Run 1, signal wires on met1:
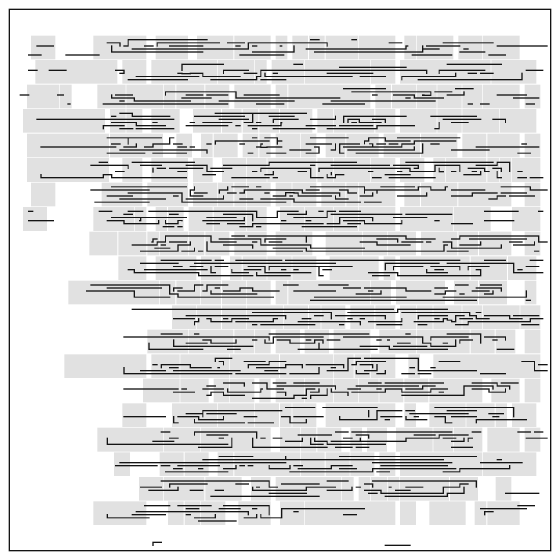
Run 1, met2 routing:
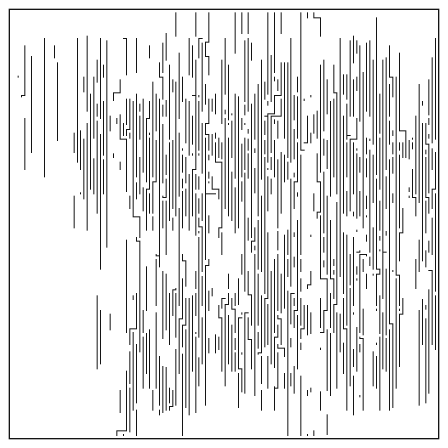
Run 1, M4 wires:
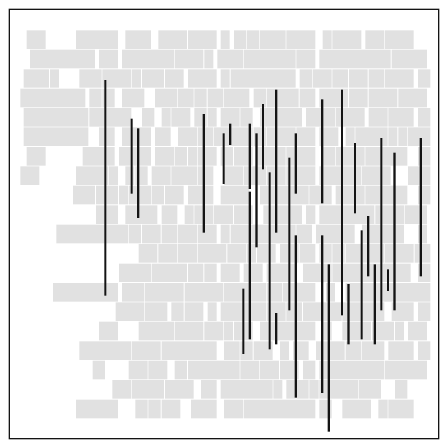
--- config.mk ---
export PLATFORM = sky130hd
export DESIGN_NAME = control_unit_flat
export DESIGN_NICKNAME = d
export VERILOG_FILES = /design/src/rtl/ezrisc_pkg.sv /design/src/rtl/control_unit_if.sv /design/src/rtl/control_unit_decode.sv /design/src/rtl/control_unit.sv /design/src/flat_wrapper.sv
export SDC_FILE = /design/constraint.sdc
export NUM_CORES = 1
export LEC_CHECK = 0
export CAP_MARGIN = 20
export CORE_UTILIZATION = 36
export CTS_CLUSTER_DIAMETER = 40
export CTS_CLUSTER_SIZE = 8
export DETAILED_ROUTE_END_ITERATION = 8
export PLACE_DENSITY = 0.77
export SETUP_SLACK_MARGIN = 0.3
export SLEW_MARGIN = 10
export SYNTH_ARGS = -nofsm -noshare
export SYNTH_HDL_FRONTEND = slang
export SYNTH_HIERARCHICAL = 1
export SYNTH_SLANG_ARGS = --single-unit
--- constraint.sdc ---
create_clock -name clk -period 2.9 [get_ports clk]
set_clock_uncertainty 0.1 [all_clocks]
set_input_delay 0.435 -clock clk [delete_from_list [all_inputs] [get_ports clk]]
set_output_delay 0.435 -clock clk [all_outputs]
set_load 0.01 [all_outputs]
--- src/rtl/ezrisc_pkg.sv ---
// Shared opcode, ALU-op and sequencer-step definitions for the ezrisc control unit.
package ezrisc_pkg;

   localparam int OPC_W = 5;
   localparam int ALU_W = 4;

   localparam logic [OPC_W-1:0] OP_LD   = 5'b00000;
   localparam logic [OPC_W-1:0] OP_LDI  = 5'b00001;
   localparam logic [OPC_W-1:0] OP_ST   = 5'b00010;
   localparam logic [OPC_W-1:0] OP_ADD  = 5'b00011;
   localparam logic [OPC_W-1:0] OP_SUB  = 5'b00100;
   localparam logic [OPC_W-1:0] OP_SHR  = 5'b00101;
   localparam logic [OPC_W-1:0] OP_SHL  = 5'b00110;
   localparam logic [OPC_W-1:0] OP_ROR  = 5'b00111;
   localparam logic [OPC_W-1:0] OP_ROL  = 5'b01000;
   localparam logic [OPC_W-1:0] OP_AND  = 5'b01001;
   localparam logic [OPC_W-1:0] OP_OR   = 5'b01010;
   localparam logic [OPC_W-1:0] OP_ADDI = 5'b01011;
   localparam logic [OPC_W-1:0] OP_ANDI = 5'b01100;
   localparam logic [OPC_W-1:0] OP_ORI  = 5'b01101;
   localparam logic [OPC_W-1:0] OP_MUL  = 5'b01110;
   localparam logic [OPC_W-1:0] OP_DIV  = 5'b01111;
   localparam logic [OPC_W-1:0] OP_NEG  = 5'b10000;
   localparam logic [OPC_W-1:0] OP_NOT  = 5'b10001;
   localparam logic [OPC_W-1:0] OP_IN   = 5'b10101;
   localparam logic [OPC_W-1:0] OP_OUT  = 5'b10110;
   localparam logic [OPC_W-1:0] OP_NOP  = 5'b11001;
   localparam logic [OPC_W-1:0] OP_HALT = 5'b11010;

   localparam logic [ALU_W-1:0] ALU_AND = 4'h0;
   localparam logic [ALU_W-1:0] ALU_OR  = 4'h1;
   localparam logic [ALU_W-1:0] ALU_ADD = 4'h2;
   localparam logic [ALU_W-1:0] ALU_SUB = 4'h3;
   localparam logic [ALU_W-1:0] ALU_SHR = 4'h4;
   localparam logic [ALU_W-1:0] ALU_SHL = 4'h5;
   localparam logic [ALU_W-1:0] ALU_ROR = 4'h6;
   localparam logic [ALU_W-1:0] ALU_ROL = 4'h7;
   localparam logic [ALU_W-1:0] ALU_MUL = 4'h8;
   localparam logic [ALU_W-1:0] ALU_DIV = 4'h9;
   localparam logic [ALU_W-1:0] ALU_NEG = 4'hA;
   localparam logic [ALU_W-1:0] ALU_NOT = 4'hB;

   // T0..T7 are consecutive so execute steps can advance by increment
   typedef enum logic [3:0] {
      S_IDLE, S_HALT, S_T0, S_T1, S_T2, S_T3, S_T4, S_T5, S_T6, S_T7
   } step_e;

   typedef enum logic [3:0] {
      CL_LD, CL_LDI, CL_ST, CL_RTYPE, CL_IMM, CL_MULDIV,
      CL_UNARY, CL_IN, CL_OUT, CL_NOP, CL_HALT
   } opclass_e;

   typedef struct packed {
      logic pc_out, pc_in, inc_pc, ir_in, mar_in, mdr_in, mdr_out;
      logic y_in, z_in, z_low_out, z_high_out, hi_in, lo_in, c_out;
      logic gra, grb, grc, r_in, r_out, ba_out;
      logic inport_out, outport_in, read, write;
      logic [ALU_W-1:0] alu_op;
      logic run;
   } ctrl_t;

   function automatic step_e lastStep(input opclass_e cls);
      case (cls)
         CL_LD, CL_ST:                 lastStep = S_T7;
         CL_LDI, CL_RTYPE, CL_IMM:     lastStep = S_T5;
         CL_MULDIV:                    lastStep = S_T6;
         CL_UNARY:                     lastStep = S_T4;
         CL_IN, CL_OUT:                lastStep = S_T3;
         default:                      lastStep = S_T2;
      endcase
   endfunction

endpackage

--- src/rtl/control_unit_if.sv ---
// Bundle between the control unit and the datapath: IR/mem_ready in, every strobe out.
interface control_unit_if;
   import ezrisc_pkg::*;

   logic [31:0]      ir;
   logic             mem_ready;
   logic             pc_out, pc_in, inc_pc, ir_in, mar_in, mdr_in, mdr_out;
   logic             y_in, z_in, z_low_out, z_high_out, hi_in, lo_in, c_out;
   logic             gra, grb, grc, r_in, r_out, ba_out;
   logic             inport_out, outport_in, read, write;
   logic [ALU_W-1:0] alu_op;
   logic             run;

   modport master (
      input  ir, mem_ready,
      output pc_out, pc_in, inc_pc, ir_in, mar_in, mdr_in, mdr_out,
      output y_in, z_in, z_low_out, z_high_out, hi_in, lo_in, c_out,
      output gra, grb, grc, r_in, r_out, ba_out,
      output inport_out, outport_in, read, write, alu_op, run
   );

   modport slave (
      output ir, mem_ready,
      input  pc_out, pc_in, inc_pc, ir_in, mar_in, mdr_in, mdr_out,
      input  y_in, z_in, z_low_out, z_high_out, hi_in, lo_in, c_out,
      input  gra, grb, grc, r_in, r_out, ba_out,
      input  inport_out, outport_in, read, write, alu_op, run
   );

endinterface

--- src/rtl/control_unit_decode.sv ---
// Opcode decoder: instruction class plus the ALU operation that class uses.
module cu_decode
   import ezrisc_pkg::*;
(
   input  logic [OPC_W-1:0] opcode_i,
   output opclass_e         cls_o,
   output logic [ALU_W-1:0] aluOp_o
);

   // Anything not listed falls through to NOP so unknown opcodes simply refetch
   always_comb begin
      cls_o   = CL_NOP;
      aluOp_o = ALU_AND;
      case (opcode_i)
         OP_LD:   begin cls_o = CL_LD;     aluOp_o = ALU_ADD; end
         OP_LDI:  begin cls_o = CL_LDI;    aluOp_o = ALU_ADD; end
         OP_ST:   begin cls_o = CL_ST;     aluOp_o = ALU_ADD; end
         OP_ADD:  begin cls_o = CL_RTYPE;  aluOp_o = ALU_ADD; end
         OP_SUB:  begin cls_o = CL_RTYPE;  aluOp_o = ALU_SUB; end
         OP_SHR:  begin cls_o = CL_RTYPE;  aluOp_o = ALU_SHR; end
         OP_SHL:  begin cls_o = CL_RTYPE;  aluOp_o = ALU_SHL; end
         OP_ROR:  begin cls_o = CL_RTYPE;  aluOp_o = ALU_ROR; end
         OP_ROL:  begin cls_o = CL_RTYPE;  aluOp_o = ALU_ROL; end
         OP_AND:  begin cls_o = CL_RTYPE;  aluOp_o = ALU_AND; end
         OP_OR:   begin cls_o = CL_RTYPE;  aluOp_o = ALU_OR;  end
         OP_ADDI: begin cls_o = CL_IMM;    aluOp_o = ALU_ADD; end
         OP_ANDI: begin cls_o = CL_IMM;    aluOp_o = ALU_AND; end
         OP_ORI:  begin cls_o = CL_IMM;    aluOp_o = ALU_OR;  end
         OP_MUL:  begin cls_o = CL_MULDIV; aluOp_o = ALU_MUL; end
         OP_DIV:  begin cls_o = CL_MULDIV; aluOp_o = ALU_DIV; end
         OP_NEG:  begin cls_o = CL_UNARY;  aluOp_o = ALU_NEG; end
         OP_NOT:  begin cls_o = CL_UNARY;  aluOp_o = ALU_NOT; end
         OP_IN:   cls_o = CL_IN;
         OP_OUT:  cls_o = CL_OUT;
         OP_HALT: cls_o = CL_HALT;
         default: cls_o = CL_NOP;
      endcase
   end

endmodule

--- src/rtl/control_unit.sv ---
// Hardwired fetch/execute sequencer; every datapath strobe is decoded from {step, opcode}.
module control_unit
   import ezrisc_pkg::*;
(
   input  logic           clk,
   input  logic           reset,
   control_unit_if.master bus
);

   logic [OPC_W-1:0] opcode;
   opclass_e         opClass;
   logic [ALU_W-1:0] decAlu;
   step_e            state_q, state_d;
   ctrl_t            ctrl;
   logic             memWait;

   assign opcode = bus.ir[31:27];

   cu_decode uDecode (
      .opcode_i (opcode),
      .cls_o    (opClass),
      .aluOp_o  (decAlu)
   );

   always_ff @(posedge clk or posedge reset) begin
      if (reset) state_q <= S_IDLE;
      else       state_q <= state_d;
   end

   assign memWait = (state_q == S_T1) ||
                    (opClass == CL_LD && state_q == S_T6) ||
                    (opClass == CL_ST && state_q == S_T7);

   always_comb begin
      state_d = state_q;
      case (state_q)
         S_IDLE: state_d = S_T0;
         S_HALT: state_d = S_HALT;
         S_T0:   state_d = S_T1;
         S_T2: begin
            if (opClass == CL_HALT)     state_d = S_HALT;
            else if (opClass == CL_NOP) state_d = S_T0;
            else                        state_d = S_T3;
         end
         default: begin
            if (memWait && !bus.mem_ready)        state_d = state_q;
            else if (state_q == lastStep(opClass)) state_d = S_T0;
            else                                   state_d = step_e'(state_q + 4'd1);
         end
      endcase
   end

   // Exactly one bus driver per step; alu_op stays 0 unless the step feeds Z
   always_comb begin
      ctrl     = '0;
      ctrl.run = (state_q != S_IDLE) && (state_q != S_HALT);
      case (state_q)
         S_T0: begin
            ctrl.pc_out = 1'b1; ctrl.mar_in = 1'b1; ctrl.inc_pc = 1'b1;
            ctrl.z_in   = 1'b1; ctrl.alu_op = ALU_ADD;
         end
         S_T1: begin
            ctrl.z_low_out = 1'b1; ctrl.pc_in = 1'b1; ctrl.read = 1'b1; ctrl.mdr_in = 1'b1;
         end
         S_T2: begin
            ctrl.mdr_out = 1'b1; ctrl.ir_in = 1'b1;
         end
         S_T3: begin
            case (opClass)
               CL_LD, CL_LDI, CL_ST: begin ctrl.grb = 1'b1; ctrl.ba_out = 1'b1; ctrl.y_in = 1'b1; end
               CL_RTYPE, CL_IMM:     begin ctrl.grb = 1'b1; ctrl.r_out = 1'b1; ctrl.y_in = 1'b1; end
               CL_MULDIV:            begin ctrl.gra = 1'b1; ctrl.r_out = 1'b1; ctrl.y_in = 1'b1; end
               CL_UNARY: begin
                  ctrl.grb = 1'b1; ctrl.r_out = 1'b1; ctrl.z_in = 1'b1; ctrl.alu_op = decAlu;
               end
               CL_IN:  begin ctrl.inport_out = 1'b1; ctrl.gra = 1'b1; ctrl.r_in = 1'b1; end
               CL_OUT: begin ctrl.gra = 1'b1; ctrl.r_out = 1'b1; ctrl.outport_in = 1'b1; end
               default: ;
            endcase
         end
         S_T4: begin
            case (opClass)
               CL_LD, CL_LDI, CL_ST, CL_IMM: begin
                  ctrl.c_out = 1'b1; ctrl.z_in = 1'b1; ctrl.alu_op = decAlu;
               end
               CL_RTYPE: begin
                  ctrl.grc = 1'b1; ctrl.r_out = 1'b1; ctrl.z_in = 1'b1; ctrl.alu_op = decAlu;
               end
               CL_MULDIV: begin
                  ctrl.grb = 1'b1; ctrl.r_out = 1'b1; ctrl.z_in = 1'b1; ctrl.alu_op = decAlu;
               end
               CL_UNARY: begin ctrl.z_low_out = 1'b1; ctrl.gra = 1'b1; ctrl.r_in = 1'b1; end
               default: ;
            endcase
         end
         S_T5: begin
            case (opClass)
               CL_LD, CL_ST:             begin ctrl.z_low_out = 1'b1; ctrl.mar_in = 1'b1; end
               CL_LDI, CL_RTYPE, CL_IMM: begin ctrl.z_low_out = 1'b1; ctrl.gra = 1'b1; ctrl.r_in = 1'b1; end
               CL_MULDIV:                begin ctrl.z_low_out = 1'b1; ctrl.lo_in = 1'b1; end
               default: ;
            endcase
         end
         S_T6: begin
            case (opClass)
               CL_LD:     begin ctrl.read = 1'b1; ctrl.mdr_in = 1'b1; end
               CL_ST:     begin ctrl.gra = 1'b1; ctrl.r_out = 1'b1; ctrl.mdr_in = 1'b1; end
               CL_MULDIV: begin ctrl.z_high_out = 1'b1; ctrl.hi_in = 1'b1; end
               default: ;
            endcase
         end
         S_T7: begin
            case (opClass)
               CL_LD:   begin ctrl.mdr_out = 1'b1; ctrl.gra = 1'b1; ctrl.r_in = 1'b1; end
               CL_ST:   ctrl.write = 1'b1;
               default: ;
            endcase
         end
         default: ;
      endcase
   end

   assign bus.pc_out     = ctrl.pc_out;
   assign bus.pc_in      = ctrl.pc_in;
   assign bus.inc_pc     = ctrl.inc_pc;
   assign bus.ir_in      = ctrl.ir_in;
   assign bus.mar_in     = ctrl.mar_in;
   assign bus.mdr_in     = ctrl.mdr_in;
   assign bus.mdr_out    = ctrl.mdr_out;
   assign bus.y_in       = ctrl.y_in;
   assign bus.z_in       = ctrl.z_in;
   assign bus.z_low_out  = ctrl.z_low_out;
   assign bus.z_high_out = ctrl.z_high_out;
   assign bus.hi_in      = ctrl.hi_in;
   assign bus.lo_in      = ctrl.lo_in;
   assign bus.c_out      = ctrl.c_out;
   assign bus.gra        = ctrl.gra;
   assign bus.grb        = ctrl.grb;
   assign bus.grc        = ctrl.grc;
   assign bus.r_in       = ctrl.r_in;
   assign bus.r_out      = ctrl.r_out;
   assign bus.ba_out     = ctrl.ba_out;
   assign bus.inport_out = ctrl.inport_out;
   assign bus.outport_in = ctrl.outport_in;
   assign bus.read       = ctrl.read;
   assign bus.write      = ctrl.write;
   assign bus.alu_op     = ctrl.alu_op;
   assign bus.run        = ctrl.run;

endmodule
--- src/flat_wrapper.sv ---
// flat-port wrapper written by rule: the top's interface ports become plain ports
module control_unit_flat import ezrisc_pkg::*;
  (clk, reset, bus_ir, bus_mem_ready, bus_pc_out, bus_pc_in, bus_inc_pc, bus_ir_in, bus_mar_in, bus_mdr_in, bus_mdr_out, bus_y_in, bus_z_in, bus_z_low_out, bus_z_high_out, bus_hi_in, bus_lo_in, bus_c_out, bus_gra, bus_grb, bus_grc, bus_r_in, bus_r_out, bus_ba_out, bus_inport_out, bus_outport_in, bus_read, bus_write, bus_alu_op, bus_run);
  control_unit_if bus_i ();
  input  logic clk;
  input  logic reset;
  input wire logic [$bits(bus_i.ir)-1:0] bus_ir;
  input wire logic [$bits(bus_i.mem_ready)-1:0] bus_mem_ready;
  output wire logic [$bits(bus_i.pc_out)-1:0] bus_pc_out;
  output wire logic [$bits(bus_i.pc_in)-1:0] bus_pc_in;
  output wire logic [$bits(bus_i.inc_pc)-1:0] bus_inc_pc;
  output wire logic [$bits(bus_i.ir_in)-1:0] bus_ir_in;
  output wire logic [$bits(bus_i.mar_in)-1:0] bus_mar_in;
  output wire logic [$bits(bus_i.mdr_in)-1:0] bus_mdr_in;
  output wire logic [$bits(bus_i.mdr_out)-1:0] bus_mdr_out;
  output wire logic [$bits(bus_i.y_in)-1:0] bus_y_in;
  output wire logic [$bits(bus_i.z_in)-1:0] bus_z_in;
  output wire logic [$bits(bus_i.z_low_out)-1:0] bus_z_low_out;
  output wire logic [$bits(bus_i.z_high_out)-1:0] bus_z_high_out;
  output wire logic [$bits(bus_i.hi_in)-1:0] bus_hi_in;
  output wire logic [$bits(bus_i.lo_in)-1:0] bus_lo_in;
  output wire logic [$bits(bus_i.c_out)-1:0] bus_c_out;
  output wire logic [$bits(bus_i.gra)-1:0] bus_gra;
  output wire logic [$bits(bus_i.grb)-1:0] bus_grb;
  output wire logic [$bits(bus_i.grc)-1:0] bus_grc;
  output wire logic [$bits(bus_i.r_in)-1:0] bus_r_in;
  output wire logic [$bits(bus_i.r_out)-1:0] bus_r_out;
  output wire logic [$bits(bus_i.ba_out)-1:0] bus_ba_out;
  output wire logic [$bits(bus_i.inport_out)-1:0] bus_inport_out;
  output wire logic [$bits(bus_i.outport_in)-1:0] bus_outport_in;
  output wire logic [$bits(bus_i.read)-1:0] bus_read;
  output wire logic [$bits(bus_i.write)-1:0] bus_write;
  output wire logic [$bits(bus_i.alu_op)-1:0] bus_alu_op;
  output wire logic [$bits(bus_i.run)-1:0] bus_run;
  assign bus_i.ir = bus_ir;
  assign bus_i.mem_ready = bus_mem_ready;
  assign bus_pc_out = bus_i.pc_out;
  assign bus_pc_in = bus_i.pc_in;
  assign bus_inc_pc = bus_i.inc_pc;
  assign bus_ir_in = bus_i.ir_in;
  assign bus_mar_in = bus_i.mar_in;
  assign bus_mdr_in = bus_i.mdr_in;
  assign bus_mdr_out = bus_i.mdr_out;
  assign bus_y_in = bus_i.y_in;
  assign bus_z_in = bus_i.z_in;
  assign bus_z_low_out = bus_i.z_low_out;
  assign bus_z_high_out = bus_i.z_high_out;
  assign bus_hi_in = bus_i.hi_in;
  assign bus_lo_in = bus_i.lo_in;
  assign bus_c_out = bus_i.c_out;
  assign bus_gra = bus_i.gra;
  assign bus_grb = bus_i.grb;
  assign bus_grc = bus_i.grc;
  assign bus_r_in = bus_i.r_in;
  assign bus_r_out = bus_i.r_out;
  assign bus_ba_out = bus_i.ba_out;
  assign bus_inport_out = bus_i.inport_out;
  assign bus_outport_in = bus_i.outport_in;
  assign bus_read = bus_i.read;
  assign bus_write = bus_i.write;
  assign bus_alu_op = bus_i.alu_op;
  assign bus_run = bus_i.run;
  control_unit u_core (.clk(clk), .reset(reset), .bus(bus_i));
endmodule
==> deck_impl_summary.md, run 1 <==
Run Summary

Outcome
  – Status: finished, violations left
  – Failing checks: negative setup slack

Global routing
  – GR Util All Layers: 0.3408
  – Vias in the first global route: 1811
  – Largest net degree at the start of global routing: 11
  – Initial antenna violation count: 0
  – First-pass GRT wire length: 8.983 mm
  – Global route total overflow: 0

Power and ir drop
  – Cell Int Power: approximately 0.0007 W
  – Clk pwr share: 0.045
  – PnR Total Power: 0.001425 W
  – Largest Pwr Group: combinational logic
  – Pwr/cell area: 560.2 nW/µm²
  – Seq pwr share: 0.085
  – Worst VDD drop: 0.5759 mV
  – Comb power frac: 0.870
  – Clk power: 0.0000646 W
  – Combinational power: 0.00124 W
  – Seq pwr: 0.000121 W
  – Sw Share: 0.5010
  – P_sw: 0.0007139 W
  – Leak Pwr: about 1.2 nW

Final layout
  – Registers with the most flip-flops: u_core/state_q (4)
  – Reg with most FFs: u_core/state_q
  – P&R area growth vs syn: 110.7%
  – Post-Layout Cell Count: 314
  – Share of cells above drive strength 1: 0.6148
  – Final core occ: 0.8132
  – Antenna Cells: 0
  – Final #Nets: 315
  – Max FFs per register: 4
  – Top cell excl fill/tap: buf_4
  – Most frequent cells in the layout: buf_4, buf_6, buf_2
  – Design Area, Final: approximately 2500 µm²

Yosys
  – Syn avg cell area: slightly below 7 µm²
  – Simple share: 0.3503
  – Yosys stat cell total: 174
  – Yosys stat area: 1207 µm²
  – Yosys warns: 6
  – Cells after Synth: 174
  – Main synth FF type: dfrtp_1
  – Compound-Gate Fraction of Synth Area: 0.2953
  – Mapped Area: 1207 µm²
  – Asr flop ratio synth: 1.000
  – Cell Type Count: 57
  – Register area share after synthesis: 0.08290
  – Multiplexer share: 0.01762
  – Synth Area in XOR/XNOR: 0.03523
  – EDFF count, synth: 0
  – Syn_nets: 217
  – Flops after synth: 4
  – Post-Synth Adder-Cell Area: 0.08290
  – Main logic family: simple AND/OR/NAND/NOR gates

Floorplan
  – Chip area: 3589 µm²
  – Die height: 59.91 µm
  – Starting density of the core: 0.3860
  – Rows: 20
  – Die width: between 50 and 60 µm
  – Core area: ~3100 µm²
  – Top-level I/O count: 64

Setup path
  – Critical path arrival: 2.60 ns
  – Worst path depth: 11
  – FF-to-FF Start: u_core/state_q[0]
  – FF-to-FF End: u_core/state_q[1]
  – Slowest-stage cell, CP: or4_4
  – R2R cell count: 10
  – Reg2Reg Setup Slack: about 0.22 ns
  – CP most frequent cell: buf_12
  – Crit start category: primary input
  – Critical Path End Type: output port
  – Delay-heaviest family, CP: simple AND/OR/NAND/NOR gates
  – CP Cell Sequence: buf_12 > buf_12 > xnor2_4 > o32a_1 > o311a_4 > inv_4 > ha_4 > and3_4 > or4_4 > a211o_1 > buf_2
  – Crit path from: bus_ir[30]
  – Crit path DRT: 2.37 ns
  – Crit path to: bus_gra
  – Kind of critical path: in2out
  – CP max stage delay: 0.54 ns
  – Critical Path Fanout Max: 6
  – CP bufs+invs: 4

CTS
  – Latency at later pin: 0.23 ns
  – Clock root cell: clkbuf_4
  – CTS tree: yes
  – Clk slew on worst S/H paths: around 0.030 ns
  – CTS Buffer Depth: 2
  – Clk sinks: 4
  – # hold bufs at CTS: 0
  – CTS Buf Count: 3
  – H-tree lvl count: 1

Final timing
  – Setup WS post-layout: -0.2313 ns
  – Maximum operating frequency: ~320 MHz
  – Setup TNS: -1.562 ns
  – Unrepaired setup endpoints after global routing: yes
  – Worst rel slew slack: 0.5735
  – Final Critical Period: 3.131 ns
  – Final hold vios: 0
  – Period utilization: 1.080
  – Hold WS: 0.2808 ns
  – Least-Margin Pin Slew: 0.6397 ns
  – Final Setup Violations: 13
  – Final Max Tran Viols: 0

Job
  – Log Warnings: about 62
  – Max-cap violations: 0

Place
  – Placed cell count: 279
  – Detailed Place HPWL: just under 3 mm
  – Routability cong.: 0.9216
  – Placed Instance Area: 1886 µm²
  – Worst slack, placed: -0.9657 ns
  – Port bufs: 36

Detailed routing
  – Per-cell routed wire length: between 20 and 25 µm
  – DRT iter0 DRCs: 241
  – DRT Pass-1 Iters: 8
  – Post-route ant nets: 0
  – # DRC: 0
  – Via density: 6.290

Hold path
  – Hold Crit Class: in2async
## Picture notes: 'signal wires on met1'
longest straight run: 29.0 µm
share of all routed wire: 37%

## Picture notes: 'met2 routing'
wire length on this layer: 3080 µm
main direction: vertical
share of all routed wire: 45%

## Picture notes: 'M4 wires'
wire length on this layer: 450 µm
longest straight run: 31.3 µm
share of all routed wire: 6.6%
main direction: vertical
DRT Wirelength: 6.780 mm
DR vias: 1975

-- run 1: routing by layer --
| layer | routed length (µm) | GRT usage | up-vias | part of all wire |
|---|---|---|---|---|
| met5 | 0 | 0 | - | 0 |
| li1 | - | - | 812 | - |
| met3 | 713 | 0.06277 | 65 | 0.11 |
| met2 | 3082 | 0.5571 | 194 | 0.45 |
| met4 | 450 | 0.1661 | 0 | 0.066 |
| met1 | 2533 | 0.4278 | 904 | 0.37 |
-- run 1: area by class of cell --
class	instances	area (µm²)
Timing Repair Buffer	109	994.7
Sequential cell	4	100.1
Clock buffer	3	22.52
Fill cell	164	584.3
Inverter	17	71.32
Multi-Input combinational cell	137	1300
Tap cell	44	55.05
-- run 1: synth_stat cells, types with 3 or more instances --
cell | count | area, µm²
ha_1 | 8 | 100.1
nor2_1 | 12 | 45.04
nor2b_1 | 6 | 37.54
a21oi_1 | 13 | 65.06
xnor2_1 | 3 | 26.28
a211o_1 | 3 | 26.28
nand2_1 | 14 | 52.55
o311a_1 | 3 | 30.03
nand2b_1 | 4 | 25.02
nand3_1 | 5 | 25.02
dfrtp_1 | 4 | 100.1
nor3_1 | 6 | 30.03
clkbuf_1 | 3 | 11.26
o21ai_0 | 8 | 40.04
buf_2 | 5 | 25.02
and2_1 | 4 | 25.02
buf_4 | 7 | 52.55
inv_1 | 15 | 56.30
and3_1 | 6 | 37.54
-- run 1: what timing repair did --
item                       4_1_cts  5_1_grt
pin swaps                       27       14
cloned                           3        0
setup buffers                   22        7
resized                        157       57
setup endpoints to repair       28       30
-- run 1: worst register-to-register path: stages (launching register included) --
cell,delay [ns]
dfrtp_1,0.45
inv_1,0.15
ha_1,0.35
and3b_1,0.37
a32oi_4,0.20
buf_6,0.15
buf_6,0.10
a211oi_4,0.23
buf_6,0.15
inv_1,0.07
o221a_1,0.25
==> inputs of run 2 (changes only) <==
--- a/config.mk
+++ b/config.mk
@@ -10,7 +10,7 @@
 export CTS_CLUSTER_DIAMETER = 40
 export CTS_CLUSTER_SIZE = 8
 export DETAILED_ROUTE_END_ITERATION = 8
-export PLACE_DENSITY = 0.77
+export PLACE_DENSITY = 0.88
 export SETUP_SLACK_MARGIN = 0.3
 export SLEW_MARGIN = 10
 export SYNTH_ARGS = -nofsm -noshare
==> run 2 against run 1 <==
The run still ends with negative setup slack left. Power down 8.6%. Clock-buffer cell count stayed put. Utilization fell by 6.8 points. Die size did not move. Routed wire length fell by 16%. Sequential share of layout area rose by 0.36 points. Synthesized cell count stayed put. Flip-flop count stayed put. Non-clock buffer count shrank 16.
==> deck_impl_summary.md, run 2 <==
Run Summary

Outcome
  – Status: finished, violations left (unchanged)
  – Failing checks: negative setup slack (unchanged)

Setup path
  – CP max stage delay: 0.27 ns (was 0.54 ns)
  – Critical Path End Type: output port (unchanged)
  – FF-to-FF Start: u_core/state_q[1] (was u_core/state_q[0])
  – Delay-heaviest family, CP: AND-OR/OR-AND gates (was simple AND/OR/NAND/NOR gates)
  – FF-to-FF End: u_core/state_q[1] (unchanged)
  – Crit path to: bus_alu_op[1] (was bus_gra)
  – Reg2Reg Setup Slack: 0.41 ns (was 0.22 ns)
  – CP bufs+invs: 5 (was 4)
  – Slowest-stage cell, CP: o21ai_1 (was or4_4)
  – Critical path arrival: 2.68 ns (was 2.60 ns)
  – CP Cell Sequence: buf_8 > buf_12 > xnor2_4 > o32a_1 > o311a_4 > buf_6 > ha_4 > buf_4 > nor2_4 > a21oi_2 > a32oi_4 > o21ai_1 > buf_2 (was buf_12 > buf_12 > xnor2_4 > o32a_1 > o311a_4 > inv_4 > ha_4 > and3_4 > or4_4 > a211o_1 > buf_2)
  – R2R cell count: 8 (was 10)
  – Crit path DRT: 2.37 ns (about the same)
  – Crit path from: bus_ir[30] (unchanged)
  – Worst path depth: 13 (was 11)
  – Kind of critical path: in2out (unchanged)
  – Crit start category: primary input (unchanged)
  – Critical Path Fanout Max: 10 (was 6)

Final timing
  – Maximum operating frequency: 311.3 MHz (was 319.4 MHz)
  – Final Critical Period: 3.212 ns (was 3.131 ns)
  – Final hold vios: 0 (unchanged)
  – Final Max Tran Viols: 0 (unchanged)
  – Setup TNS: -2.050 ns (was -1.562 ns)
  – Final Setup Violations: 13 (unchanged)
  – Hold WS: 0.2932 ns (was 0.2808 ns)
  – Worst rel slew slack: 0.5831 (was 0.5735)
  – Setup WS post-layout: -0.3122 ns (was -0.2313 ns)
  – Least-Margin Pin Slew: 0.6253 ns (was 0.6397 ns)
  – Period utilization: 1.108 (was 1.080)
  – Unrepaired setup endpoints after global routing: yes (unchanged)

Final layout
  – Final core occ: 0.7448 (was 0.8132)
  – Post-Layout Cell Count: 298 (was 314)
  – Share of cells above drive strength 1: 0.5354 (was 0.6148)
  – Final #Nets: 299 (was 315)
  – Top cell excl fill/tap: buf_4 (unchanged)
  – Max FFs per register: 4 (unchanged)
  – Antenna Cells: 0 (unchanged)
  – Reg with most FFs: u_core/state_q (unchanged)
  – P&R area growth vs syn: 92.95% (was 110.7%)
  – Registers with the most flip-flops: u_core/state_q (4) (unchanged)
  – Most frequent cells in the layout: buf_4, buf_6, buf_2, inv_1, nand2_1 (was buf_4, buf_6, buf_2)
  – Fillcell total: 193 (was 164)

Global routing
  – Global routing's busiest layer: met2 (unchanged)
  – Grt met3 use: 0.04762 (was 0.06277)
  – Vias in the first global route: 1670 (was 1811)
  – Largest net degree at the start of global routing: 11 (unchanged)
  – First-pass GRT wire length: 8.183 mm (was 8.983 mm)
  – Global route total overflow: 0 (unchanged)
  – GR Util All Layers: 0.3039 (was 0.3408)
  – Initial antenna violation count: 0 (unchanged)
  – Met1 Use GR: 0.4000 (was 0.4278)

Yosys
  – Main synth FF type: dfrtp_1 (unchanged)
  – Register area share after synthesis: 0.08290 (unchanged)
  – Mapped Area: 1207 µm² (unchanged)
  – Yosys stat cell total: 174 (unchanged)
  – Syn avg cell area: 6.939 µm² (unchanged)
  – Cell area leaders: dfrtp_1, ha_1, a21oi_1 (unchanged)
  – Syn_nets: 217 (unchanged)
  – Cells after Synth: 174 (unchanged)
  – Post-synth top cells: inv_1, nand2_1, a21oi_1, nor2_1 (unchanged)
  – Yosys stat area: 1207 µm² (unchanged)
  – Most frequent cell after synthesis: inv_1 (unchanged)
  – Flops after synth: 4 (unchanged)
  – Area share of the largest cell type after synthesis: 0.08290 (unchanged)
  – Asr flop ratio synth: 1.000 (unchanged)
  – Yosys warns: 6 (unchanged)
  – Cell Type Count: 57 (unchanged)
  – Area leader, netlist: dfrtp_1 (unchanged)
  – EDFF count, synth: 0 (unchanged)

Hold path
  – Hold Crit Class: in2async (unchanged)

Detailed routing
  – WL met1: 2.343 mm (was 2.533 mm)
  – Top layer reached by signal wires: met4 (unchanged)
  – Via density: 6.050 (was 6.290)
  – Post-route ant nets: 0 (unchanged)
  – DRT iter0 DRCs: 230 (was 241)
  – DRT Pass-1 Iters: 5 (was 8)
  – Met3 WL post-DR: 512 µm (was 713 µm)
  – Met2 WL: 2.610 mm (was 3.082 mm)
  – Per-cell routed wire length: 19.17 µm (was 21.59 µm)
  – # DRC: 0 (unchanged)

CTS
  – Clock root cell: clkbuf_4 (unchanged)
  – CTS tree: yes (unchanged)
  – Clk sinks: 4 (unchanged)
  – Clk slew on worst S/H paths: 0.04 ns (was 0.03 ns)
  – H-tree lvl count: 1 (unchanged)
  – CTS Buffer Depth: 2 (unchanged)
  – CTS Buf Count: 3 (unchanged)
  – Latency at later pin: 0.23 ns (about the same)

Floorplan
  – Die height: 59.91 µm (unchanged)
  – Core area: 3128 µm² (unchanged)
  – Die width: 59.91 µm (unchanged)
  – Starting density of the core: 0.3860 (unchanged)
  – Chip area: 3589 µm² (unchanged)
  – Rows: 20 (unchanged)
  – Top-level I/O count: 64 (unchanged)

Power and ir drop
  – Pwr/cell area: 558.8 nW/µm² (was 560.2 nW/µm²)
  – Worst VDD drop: 0.5067 mV (was 0.5759 mV)
  – Leak Pwr: 1.137 nW (was 1.232 nW)

Place
  – Worst slack, placed: -1.020 ns (was -0.9657 ns)
  – Routability cong.: 0.9372 (was 0.9216)
  – Placed cell count: 280 (was 279)
  – Detailed Place HPWL: 3.142 mm (was 2.906 mm)
  – Port bufs: 36 (unchanged)

Job
  – Log Warnings: 62 (unchanged)
  – Max-cap violations: 0 (unchanged)
==> run 2: cell counts after synthesis <==
No cell type changed its count.
==> run 2: power by group <==
group,switching [W],internal [W]
logic,0.000605,0.000512
clock network,0.0000223,0.0000463
registers,0.0000323,0.0000846
==> run 2: what timing repair did <==
item | in CTS | in global routing
hold buffers | 0 | 0
endpoints found under the setup margin | 28 | 28
resized | 123 | 37
pin swaps | 17 | 3
endpoints found under the hold margin | 0 | 0
gates cloned | 2 | 0
buffers inserted | 7 | 6
==> run 2: stage by stage <==
| step | total power (W) | cell area (µm²) |
|---|---|---|
| floorplan | 0.0006491 | 1306 |
| global placement | 0.0009844 | 1893 |
| detailed placement | 0.001013 | 1893 |
| CTS | 0.001137 | 2145 |
| global route | 0.001376 | 2330 |
| finish | 0.001302 | 2330 |
==> run 2: cell type report <==
type,count,area [µm²],area share
well taps,44,55.05,0.02363
flip-flops and latches,4,100.1,0.04296
multi-input cells,137,1269,0.5446
repair buffers,93,814.5,0.3496
clock buffers,3,22.52,0.009667
inverters,17,68.82,0.02954
==> run 2: cells by family after synthesis <==
kind of cell	after synthesis	share of synthesized area
AND/OR/NAND/NOR	74	0.3503
adder cells (fa/ha/maj)	8	0.08290
multiplexers	2	0.01762
XOR/XNOR	4	0.03524
buffers and inverters	33	0.1357
AND-OR/OR-AND	49	0.2954
flip-flops	4	0.08290
==> run 2: how the worst min path moves through the flow <==
stage / endpoint / cells past startpoint / from
floorplan: u_core/state_q[0] / 1 / reset
global placement: u_core/state_q[0] / 1 / u_core/state_q[0]
detailed placement: u_core/state_q[0] / 1 / u_core/state_q[0]
CTS: u_core/state_q[2] / 2 / reset
global route: u_core/state_q[2] / 2 / reset
finish: u_core/state_q[2] / 2 / reset
Run 2, met2 routing:
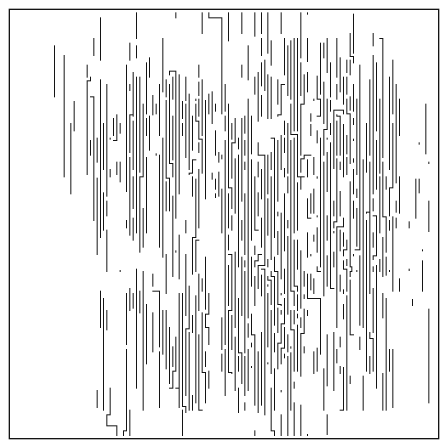
wire length on this layer: 2610 µm
longest straight run: 30.6 µm
GRT met2 Usage: 0.4889
DRT Wirelength: 5.713 mm
DR vias: 1803

Power figures rest on the tool's default switching activity, not on a simulated workload.
